$ cat config.mk
export PLATFORM = sky130hd
export DESIGN_NAME = inst_fetch_unit_flat
export DESIGN_NICKNAME = d
export VERILOG_FILES = /design/src/rtl/inst_fetch_unit_if.sv /design/src/rtl/inst_fetch_unit.sv /design/src/flat_wrapper.sv
export SDC_FILE = /design/constraint.sdc
export NUM_CORES = 1
export LEC_CHECK = 0
export CAP_MARGIN = 20
export CORE_MARGIN = 5
export CORE_UTILIZATION = 48
export CTS_BUF_LIST = sky130_fd_sc_hd__clkbuf_8
export DETAILED_ROUTE_END_ITERATION = 8
export GPL_TIMING_DRIVEN = 0
export PLACE_DENSITY_LB_ADDON = 0.1
export SYNTH_ARGS = -nofsm -noshare
export SYNTH_HDL_FRONTEND = slang
export SYNTH_SLANG_ARGS = --single-unit
$ cat constraint.sdc
create_clock -name clk -period 5.27 [get_ports clk]
set_clock_uncertainty 0.05 [all_clocks]
set_input_delay 1.054 -clock clk [delete_from_list [all_inputs] [get_ports clk]]
set_output_delay 1.054 -clock clk [all_outputs]
set_load 0.01 [all_outputs]
$ cat src/rtl/inst_fetch_unit_if.sv
// Bus bundle for inst_fetch_unit: instruction-memory request/response channel,
// decode-side instruction channel, redirect input and misalignment flag.
interface inst_fetch_unit_if #(
  parameter int XLEN = 32,
  parameter int ILEN = 32
);
  // Instruction memory request/response
  logic            imem_req_valid;
  logic            imem_req_ready;
  logic [XLEN-1:0] imem_req_addr;
  logic            imem_resp_valid;
  logic [ILEN-1:0] imem_resp_data;

  // Decode-side instruction stream
  logic [ILEN-1:0] inst;
  logic [XLEN-1:0] inst_pc;
  logic            inst_valid;
  logic            inst_ready;

  // Control flow from later stages
  logic            redirect_en;
  logic [XLEN-1:0] redirect_pc;
  logic            fetch_misaligned;

  modport master (
    output imem_req_valid, imem_req_addr,
    input  imem_req_ready, imem_resp_valid, imem_resp_data,
    output inst, inst_pc, inst_valid,
    input  inst_ready,
    input  redirect_en, redirect_pc,
    output fetch_misaligned
  );

  modport slave (
    input  imem_req_valid, imem_req_addr,
    output imem_req_ready, imem_resp_valid, imem_resp_data,
    input  inst, inst_pc, inst_valid,
    output inst_ready,
    output redirect_en, redirect_pc,
    input  fetch_misaligned
  );
endinterface

$ cat src/rtl/inst_fetch_unit.sv
// Instruction-fetch front end: PC, single-outstanding imem requests, 2-entry
// instruction FIFO, redirect flush. Optional macro: IMEM_MISALIGN_CHECK_EN.
module inst_fetch_unit #(
  parameter int              XLEN     = 32,
  parameter int              ILEN     = 32,
  parameter logic [XLEN-1:0] RESET_PC = '0
) (
  input  logic              clk,
  input  logic              rst,
  inst_fetch_unit_if.master bus
);

  typedef enum logic [1:0] {
    S_REQ  = 2'd0,
    S_WAIT = 2'd1,
    S_DROP = 2'd2
  } state_t;

  state_t          state_q, state_d;
  logic [XLEN-1:0] pc_q, pc_d;
  logic [XLEN-1:0] pending_pc_q;
  logic [XLEN-1:0] redirect_target;
  logic            misaligned_q;

  logic [ILEN-1:0] fifo_inst [2];
  logic [XLEN-1:0] fifo_pc   [2];
  logic            head_q;
  logic [1:0]      count_q;
  logic            wr_ptr;

  logic            req_valid;
  logic            accept;
  logic            push;
  logic            pop;
  logic            inst_valid;

`ifdef IMEM_MISALIGN_CHECK_EN
  // A misaligned target is latched as a fault and stalls fetch until an
  // aligned redirect replaces it.
  assign redirect_target = bus.redirect_pc;

  always_ff @(posedge clk) begin
    if (rst)
      misaligned_q <= 1'b0;
    else if (bus.redirect_en)
      misaligned_q <= |bus.redirect_pc[1:0];
  end
`else
  assign redirect_target = bus.redirect_pc & ~{{(XLEN-2){1'b0}}, 2'b11};
  assign misaligned_q    = 1'b0;
`endif

  assign inst_valid = (count_q != 2'd0) && !rst;
  assign pop        = inst_valid && bus.inst_ready;
  assign accept     = req_valid && bus.imem_req_ready;
  assign wr_ptr     = head_q ^ count_q[0];

  always_comb begin
    state_d   = state_q;
    pc_d      = pc_q;
    req_valid = 1'b0;
    push      = 1'b0;

    case (state_q)
      S_REQ: begin
        req_valid = (count_q != 2'd2) && !bus.redirect_en && !misaligned_q;
        if (req_valid && bus.imem_req_ready) begin
          state_d = S_WAIT;
          pc_d    = pc_q + XLEN'(4);
        end
      end
      S_WAIT: begin
        if (bus.imem_resp_valid) begin
          push    = 1'b1;
          state_d = S_REQ;
        end
      end
      S_DROP: begin
        if (bus.imem_resp_valid)
          state_d = S_REQ;
      end
      default: state_d = S_REQ;
    endcase

    // An outstanding request that has not returned yet must be drained
    // before fetching from the new target; a same-cycle response is dropped.
    if (bus.redirect_en) begin
      push = 1'b0;
      pc_d = redirect_target;
      if (state_q != S_REQ && !bus.imem_resp_valid)
        state_d = S_DROP;
      else
        state_d = S_REQ;
    end
  end

  // NOTE: sequential state uses non-blocking assignments so every register
  // samples pre-edge values regardless of process evaluation order.
  always_ff @(posedge clk) begin
    if (rst) begin
      state_q      <= S_REQ;
      pc_q         <= RESET_PC;
      pending_pc_q <= '0;
      head_q       <= 1'b0;
      count_q      <= 2'd0;
    end else begin
      state_q <= state_d;
      pc_q    <= pc_d;
      if (accept)
        pending_pc_q <= pc_q;
      if (bus.redirect_en) begin
        head_q  <= 1'b0;
        count_q <= 2'd0;
      end else begin
        if (pop)
          head_q <= ~head_q;
        count_q <= count_q + {1'b0, push} - {1'b0, pop};
      end
    end
  end

  // NOTE: FIFO storage is deliberately not reset; occupancy is tracked by
  // count_q and the outputs are masked to zero while the FIFO is empty.
  always_ff @(posedge clk) begin
    if (push) begin
      fifo_inst[wr_ptr] <= bus.imem_resp_data;
      fifo_pc[wr_ptr]   <= pending_pc_q;
    end
  end

  assign bus.imem_req_valid   = req_valid && !rst;
  assign bus.imem_req_addr    = pc_q;
  assign bus.inst_valid       = inst_valid;
  assign bus.inst             = inst_valid ? fifo_inst[head_q] : '0;
  assign bus.inst_pc          = inst_valid ? fifo_pc[head_q]   : '0;
  assign bus.fetch_misaligned = misaligned_q && !rst;

endmodule

$ cat src/flat_wrapper.sv
// flat-port wrapper written by rule: the top's interface ports become plain ports
module inst_fetch_unit_flat 
#(
  parameter int              XLEN     = 32,
  parameter int              ILEN     = 32,
  parameter logic [XLEN-1:0] RESET_PC = '0
)
  (clk, rst, bus_imem_req_valid, bus_imem_req_addr, bus_imem_req_ready, bus_imem_resp_valid, bus_imem_resp_data, bus_inst, bus_inst_pc, bus_inst_valid, bus_inst_ready, bus_redirect_en, bus_redirect_pc, bus_fetch_misaligned);
  inst_fetch_unit_if #(.XLEN(XLEN), .ILEN(ILEN)) bus_i ();
  input  logic clk;
  input  logic rst;
  output wire logic [$bits(bus_i.imem_req_valid)-1:0] bus_imem_req_valid;
  output wire logic [$bits(bus_i.imem_req_addr)-1:0] bus_imem_req_addr;
  input wire logic [$bits(bus_i.imem_req_ready)-1:0] bus_imem_req_ready;
  input wire logic [$bits(bus_i.imem_resp_valid)-1:0] bus_imem_resp_valid;
  input wire logic [$bits(bus_i.imem_resp_data)-1:0] bus_imem_resp_data;
  output wire logic [$bits(bus_i.inst)-1:0] bus_inst;
  output wire logic [$bits(bus_i.inst_pc)-1:0] bus_inst_pc;
  output wire logic [$bits(bus_i.inst_valid)-1:0] bus_inst_valid;
  input wire logic [$bits(bus_i.inst_ready)-1:0] bus_inst_ready;
  input wire logic [$bits(bus_i.redirect_en)-1:0] bus_redirect_en;
  input wire logic [$bits(bus_i.redirect_pc)-1:0] bus_redirect_pc;
  output wire logic [$bits(bus_i.fetch_misaligned)-1:0] bus_fetch_misaligned;
  assign bus_imem_req_valid = bus_i.imem_req_valid;
  assign bus_imem_req_addr = bus_i.imem_req_addr;
  assign bus_i.imem_req_ready = bus_imem_req_ready;
  assign bus_i.imem_resp_valid = bus_imem_resp_valid;
  assign bus_i.imem_resp_data = bus_imem_resp_data;
  assign bus_inst = bus_i.inst;
  assign bus_inst_pc = bus_i.inst_pc;
  assign bus_inst_valid = bus_i.inst_valid;
  assign bus_i.inst_ready = bus_inst_ready;
  assign bus_i.redirect_en = bus_redirect_en;
  assign bus_i.redirect_pc = bus_redirect_pc;
  assign bus_fetch_misaligned = bus_i.fetch_misaligned;
  inst_fetch_unit #(.XLEN(XLEN), .ILEN(ILEN), .RESET_PC(RESET_PC)) u_core (.clk(clk), .rst(rst), .bus(bus_i));
endmodule
==> COMMIT_EDITMSG <==
Update PnR metrics after Yosys + OpenROAD run

- Outcome: finished clean
- P_seq: approximately 1.7 mW
- In the Yosys report the total cell count is a little under 700.
- Initial detailed-routing violation count: 243
- Wire length of the first global-routing pass: roughly 32,000 um
* Post-Route WL: roughly 20,000 um
* Largest non-sequential cell family by area: simple AND/OR/NAND/NOR gates
- Mapped Area: around 8000 um^2
* Number of warnings reported in the yosys synthesis log: 0
- Count of placed standard cells in the final layout, fillers left out: about 1,100
- The timing report shows the most common cell along the critical path to be clkdlybuf4s50_1.
* Final period demand of the worst path: 4.460 ns
- The tool flagged a number of max-cap violations equal to 0.
* Flop-to-flop setup slack: between 2 and 3 ns
- Looking at the cell usage after synthesis, the top flip-flop cell is edfxtp_1.
- In this run the biggest area consumer among cell types represents 46.48% of the synthesized area.
- Switching power as a fraction of the total was reported as 24.11%.
- Per the detail_route log, met2 wirelength is between 9000 and 10,000 um.
- The critical path goes through clkdlybuf4s50_1 -> inv_1 -> o21ai_1 -> clkbuf_1 -> nor2_1 -> clkdlybuf4s50_1.
* Clock Buffer Count: 17
- Count of buffer and inverter cells on the critical path: 4
* Highest clock rate: 0.2242 GHz
- Cts repair resizes: 0
- Largest register by flop count: u_core.fifo_inst
- Logic gate fraction of the total cell area: a little over a quarter
- For this design the ratio of total power to cell area is around 270 nW/um^2.
- Clock tree synthesis found a total of between 150 and 200 sinks.
- In this run the number of cells on the critical path is 6.
- Synthesized-area fraction occupied by and/or/nand/nor cells: 15.35%
- After detailed placement, the design holds a cell count of between 1,000 and 1,500.
- Max H-tree Level: 4
- After detailed routing, the met3 layer carries approximately 1300 um of wire.
* Final HPWL DP: about 14,000 um
- Dividing the detail-routed wire length by the instance count gives approximately 18 um.
- Starting density of the core: between 40% and 50%
- Summed over all nets, the switching power comes to approximately 0.67 mW.
- Worst reg-to-reg path cell count: 9
* Top cell excl fill/tap: clkdlybuf4s50_1
* # hold bufs at CTS: 0
- Worst path setup slack after routing: around 0.8 ns
- Yosys Chip Area: approximately 8000 um^2
* Met1 routing resource usage after global routing: approximately a quarter
* Number of standard cells after synthesis: approximately 680
* Power of the combinational group: around 0.21 mW
- Non-clock buffer share: a little under a fifth
- The registers of the reported paths see a clock transition of around 0.09 ns.
* Hold Fails Final Rpt: 0
- Counting plain and timing-repair buffers in the layout gives about 210.
* Die ar.: slightly below 20,000 um^2
- Leaving out buffers and inverters, the combinational logic in the layout accounts for between 2000 and 3000 um^2.
- The clock network consumes a total of between 0.9 and 1 mW.
- Drt via density: roughly 5.4
* Leading area contributor after synthesis: edfxtp_1
- In this run the worst setup path begins at rst.
- In the Yosys report, the sequential cells make up 62.97% of the chip area.
- Commonest cells after routing, fill and taps aside: clkdlybuf4s50_1, edfxtp_1, nor2_1
- Pin count of the biggest net entering global routing: around 63
- Number of iterations in the first detailed-routing pass: 5
- Number of max-slew violations in the final report: 0
- Number of tapcells: 220
* Overall overflow remaining after global route: 0
- Summing all flip-flop and latch instances after layout gives a little over 5000 um^2.
- Power Total: about 2.8 mW
* Headroom to the max-slew limit: between 20% and 30%
- The tightest hold path in the finished design has a slack of ~0.41 ns.
- In this run the worst hold path is classified as flip-flop to flip-flop.
* Xor+xnor area frac: under 10%
* Internal: between 2 and 2.5 mW
- Routed signal wires occupy layers up through met4.
- The DRC violation total left in the routed layout is recorded as 0.
* Cell row count: 47
- Critical Path End: bus_inst[12]
**Local utilization**

14 x 14 tiles, from black (low) to pale yellow (high), 0 to 100% covered.
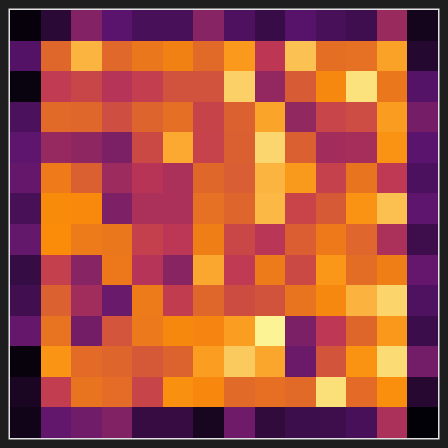
16% of the tiles are over 75% full. 1.0% of the tiles are nearly empty. The fullest tile reaches 98%. The mean over all tiles is 52%.

**Cell sizes after repair**

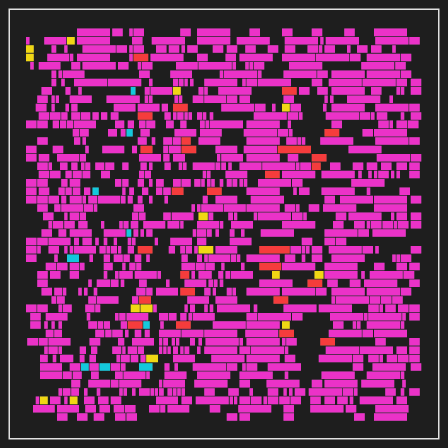
Key: cyan = x2 [cells 9]; yellow = x3 and x4 [cells 15]; red = x6 and larger [cells 26]; magenta = x1 and smaller [cells 831]

Power is estimated from default activity; no workload was simulated.
